===== src/rtl/serializador_4a1.sv =====
// serializador_4a1: serializes a 4-lane word from the recirculador into one
// byte per cycle, skipping lanes whose valid flag was clear at capture.
// Optional feature macro: SERIALIZADOR_PARIDAD_EN adds paridadOut, the even
// parity of dataOut (0 while validOut is low).
module serializador_4a1 #(
  parameter int unsigned BITS = 8
) (
  input  logic            clk,
  input  logic            reset_L,
  input  logic [BITS-1:0] dataIn0,
  input  logic [BITS-1:0] dataIn1,
  input  logic [BITS-1:0] dataIn2,
  input  logic [BITS-1:0] dataIn3,
  input  logic            validIn0,
  input  logic            validIn1,
  input  logic            validIn2,
  input  logic            validIn3,
  output logic            readyOut,
  output logic [BITS-1:0] dataOut,
  output logic            validOut,
  output logic [1:0]      laneOut,
  input  logic            readyIn
`ifdef SERIALIZADOR_PARIDAD_EN
  ,
  output logic            paridadOut
`endif
);

  typedef enum logic {IDLE, SEND} state_t;

  state_t                 state, stateNext;
  logic [3:0]             mask, maskNext;
  logic [3:0][BITS-1:0]   holdData, holdDataNext;

  logic [3:0]             validMask;
  logic [1:0]             lane;
  logic [3:0]             maskAfter;
  logic                   lastPending;
  logic                   consume;
  logic                   accept;

  assign validMask = {validIn3, validIn2, validIn1, validIn0};

  // Lowest-index pending lane and the mask left once it is consumed.
  always_comb begin
    lane = '0;
    casez (mask)
      4'b???1: lane = 2'd0;
      4'b??10: lane = 2'd1;
      4'b?100: lane = 2'd2;
      4'b1000: lane = 2'd3;
      default: lane = 2'd0;
    endcase
    maskAfter   = mask & ~(4'b0001 << lane);
    lastPending = (maskAfter == '0);
  end

  // State and holding register; reset discards any pending bytes.
  always_ff @(posedge clk or negedge reset_L) begin
    if (!reset_L) begin
      state    <= IDLE;
      mask     <= '0;
      holdData <= '0;
    end else begin
      state    <= stateNext;
      mask     <= maskNext;
      holdData <= holdDataNext;
    end
  end

  // Next-state and output decode. readyOut is gated by reset_L so it drops
  // immediately on reset rather than after the state register clears.
  always_comb begin
    stateNext    = state;
    maskNext     = mask;
    holdDataNext = holdData;
    readyOut     = 1'b0;
    validOut     = 1'b0;
    dataOut      = '0;
    laneOut      = '0;
    consume      = 1'b0;
    accept       = 1'b0;

    case (state)
      IDLE: begin
        readyOut = reset_L;
      end
      SEND: begin
        validOut = 1'b1;
        dataOut  = holdData[lane];
        laneOut  = lane;
        readyOut = reset_L & lastPending & readyIn;
        consume  = readyIn;
      end
      default: begin
        stateNext = IDLE;
      end
    endcase

    accept = readyOut & (|validMask);

    if (accept) begin
      stateNext    = SEND;
      maskNext     = validMask;
      holdDataNext = {dataIn3, dataIn2, dataIn1, dataIn0};
    end else if (consume) begin
      maskNext = maskAfter;
      if (lastPending) begin
        stateNext = IDLE;
      end
    end
  end

`ifdef SERIALIZADOR_PARIDAD_EN
  // Even parity of the presented byte, forced low when nothing is valid.
  always_comb begin
    paridadOut = validOut & (^dataOut);
  end
`endif

endmodule


===== config.mk =====
export PLATFORM = sky130hd
export DESIGN_NAME = serializador_4a1
export DESIGN_NICKNAME = d
export VERILOG_FILES = /design/src/rtl/serializador_4a1.sv
export SDC_FILE = /design/constraint.sdc
export NUM_CORES = 1
export LEC_CHECK = 0
export ABC_AREA = 1
export CELL_PAD_IN_SITES_DETAIL_PLACEMENT = 0
export CELL_PAD_IN_SITES_GLOBAL_PLACEMENT = 1
export CORE_ASPECT_RATIO = 1.1
export CORE_MARGIN = 8
export CORE_UTILIZATION = 30
export CTS_BUF_LIST = sky130_fd_sc_hd__clkbuf_2 sky130_fd_sc_hd__clkbuf_4 sky130_fd_sc_hd__clkbuf_8
export DETAILED_ROUTE_END_ITERATION = 10
export GPL_ROUTABILITY_DRIVEN = 1
export GPL_TIMING_DRIVEN = 0
export PLACE_DENSITY_LB_ADDON = 0.1
export SLEW_MARGIN = 20
export SYNTH_ARGS = -nofsm -noshare
export SYNTH_HDL_FRONTEND = slang
export SYNTH_SLANG_ARGS = --single-unit

===== constraint.sdc =====
create_clock -name clk -period 1.9 [get_ports clk]
set_input_delay 0.57 -clock clk [delete_from_list [all_inputs] [get_ports clk]]
set_output_delay 0.57 -clock clk [all_outputs]
set_load 0.03 [all_outputs]

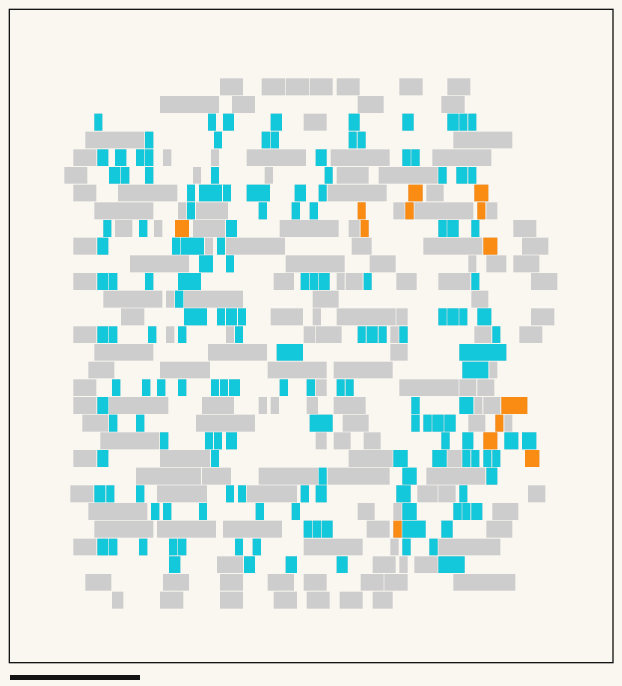
*Gate families picked out*
Scale bar: 20 um.
| family | colour | cells |
|---|---|---|
| NOR gates | orange | 13 |
| NAND gates | cyan | 160 |
Comb area share: 0.3444
dominant logic cell type in the layout: nand2_1
Non-Filler Instances: 410

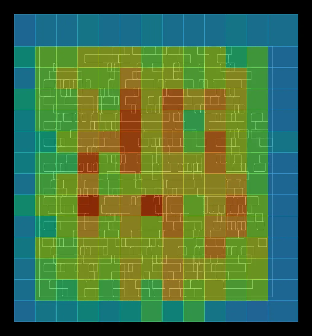
*Congestion heat map*
met3 usage: 0.03585
met2 usage: 0.2362
grt met1 use: 0.1650
GRT Total Usage: 0.1376

==> flow_metrics.tcl <==
# collected from the flow reports
set metrics [dict create \
    setup_viol 11 \
    r2r_setup_slack_ps 280 \
    ys_cells 261 \
    critPathLaunch "mask[2]" \
    run_status "complete, but fails checks" \
    placed_cell_area_um2 2633 \
    areaGrowthSynthToFinish_pct 52.33 \
    clock_tree.buffer_depth 2 \
    drive_gt1_frac 0.2485 \
    final_core_util 0.4758 \
    final-seq-area_um2 929.6 \
    ys.flop_type "dfrtp_1" \
    fp_util 0.3123 \
    avgSynthCellArea_um2 7.411 \
    diodes 0 \
    compound_area_frac 0.05692 \
    clkTransAtPathRegs_ps 80 \
    cts_buffers 5 \
    final_hold_viol_count 0 \
    rr_endpoint "holdData[31]" \
    critical_path.endpoint_type "output pin" \
    gp_congestion 0.7316 \
    ys_warn_count 0 \
    fmax_mhz 444.1 \
    dp.final_hpwl_um 4207 \
    die_area_um2 9276 \
    mux_area_frac 0 \
    routed_via_density 4.529 \
    reg2reg_from "mask[0]" \
    power_leakage_nw 1.459 \
    layout.area.comb_um2 1015 \
    post_drt_wl_per_cell_um 14.33 \
    antenna_found_initial 0 \
    drtAntennaViolNets 0 \
    fin_skew_ps 7.200 \
    logic_family "simple AND/OR/NAND/NOR gates" \
    finalWorstSetupSlack_ps -352.0 \
    drtIter0Drc 89 \
    p_per_area_nw_per_um2 1868 \
    worstPathRequired_ps 1330 \
    grt_max_degree 23 \
    period_needed_ps 2252 \
    ys_sh_simple 0.3777 \
    place_ws_ps -1310 \
    top_area_frac 0.4787 \
    fillers 671 \
    synth_area_um2 1934 \
    slew_headroom 0.6306 \
    syn_inst 261 \
    cts.htree.levels 2 \
    start_kind "flop" \
    cts_sinks 37 \
    wirelength_um 5875 \
    worstPathMaxFanout 5 \
    violations "negative setup slack" \
    synth_seq_share 0.4787 \
    io_pins 51 \
    worst_pin_slew_ps 554.1 \
    placementRows 30 \
    fin_crit_sh 1.185 \
    core_area_um2 6193 \
    rsz0062_at_grt "true" \
    grt_pass1_vias 2004 \
    drc 0 \
    ys_types 20 \
    root_buffer "clkbuf_8" \
]
## registers in the layout (all words and copies together), names as in the netlist
signal / count
state: 1
holdData: 32
mask: 4
## layout by cell type (no fill, tap or decap)
cell,instances
nand2_4,3
o21bai_1,1
inv_1,20
clkdlybuf4s50_1,36
inv_4,1
nand2_1,101
nand3_1,38
a31oi_2,1
nand3_2,7
dfrtp_1,34
a21oi_2,3
clkbuf_1,1
a31oi_4,4
clkbuf_8,7
clkbuf_2,1
inv_6,1
a21boi_4,1
nor2_4,1
buf_4,9
clkbuf_4,2
nand2_2,7
nand4_1,3
buf_2,5
dlygate4sd2_1,1
inv_2,1
clkdlybuf4s15_1,1
buf_6,16
o211ai_1,3
nor2_1,6
nand2_8,1
o21ai_1,3
clkinv_4,1
buf_16,1
dfrtp_2,3
nor2_2,6
## worst min-delay path by stage
| stage | start | endpoint | slack [ps] | cells past startpoint |
|---|---|---|---|---|
| final | reset_L | holdData[19] | 260 | 1 |
| after global routing | reset_L | holdData[27] | 290 | 1 |
| after CTS | reset_L | holdData[27] | 270 | 1 |
| after detailed placement | holdData[14] | holdData[14] | 460 | 2 |
| after global placement | holdData[14] | holdData[14] | 460 | 2 |
| after floorplan | reset_L | holdData[0] | 270 | 0 |
## report_power, final
| part | total [mW] | internal, mW | leakage (nW) | switching (mW) |
|---|---|---|---|---|
| Combinational | 3.50 | 1.46 | 0.957 | 2.04 |
| Sequential | 1.42 | 1.17 | 0.454 | 0.251 |
| Clock | 0.580 | 0.302 | 0.0477 | 0.278 |
## cell families (layout without fill, tap and decap cells)
logic type,after synthesis,in the layout
flops,37,37
simple gates,173,173
compound gates,16,16
buf+inv,35,104
## metal layers
layer | GRT usage | share of wire | wire (um) | vias to the layer above
li1 | - | - | - | 966
met1 | 0.1650 | 0.44 | 2595 | 857
met2 | 0.2362 | 0.51 | 2977 | 27
met3 | 0.03585 | 0.041 | 239 | 7
met4 | 0.03722 | 0.011 | 62 | 0
met5 | 0 | 0 | 0 | -
## cells in the mapped netlist, types with 4 or more instances
master and instances:
a31oi_1 5, dfrtp_1 37, nand3_1 44, buf_2 4, inv_1 22, buf_6 4, nand2_1 108, nand2_2 4
nor2_1 12
## worst max-delay path, cell delays in order (launching register included)
cell and delay, ps:
dfrtp_1 420, o21bai_1 190, nand2_2 100, clkbuf_8 160
nand2_1 70, nand3_2 90, a31oi_2 200, buf_6 160
## per-stage QoR
step                hold WS, ps  TNS (ps)  std cells
floorplan                 274.4    -6.067        261
global placement          462.2    -95100        391
CTS                       272.5     -3177        407
finish                    264.1     -3013        410
detailed placement        463.0    -18740        392
global route              287.7     -4016        410
## cell type report
cell class,instances,share of cell area
Buffer,11,0.02972
Clock buffer,7,0.03057
Inverter,24,0.03482
Multi-Input combinational cell,189,0.3444
Sequential cell,37,0.3155
Tap cell,80,0.03397
Timing Repair Buffer,62,0.2110
## what timing repair did
item	in CTS	in global routing
cloned	1	0
endpoints found under the hold margin	0	0
endpoints found under the setup margin	20	41
pin swaps	14	9
resized	103	14
setup buffers	7	3
Power and IR drop assume default switching activity.
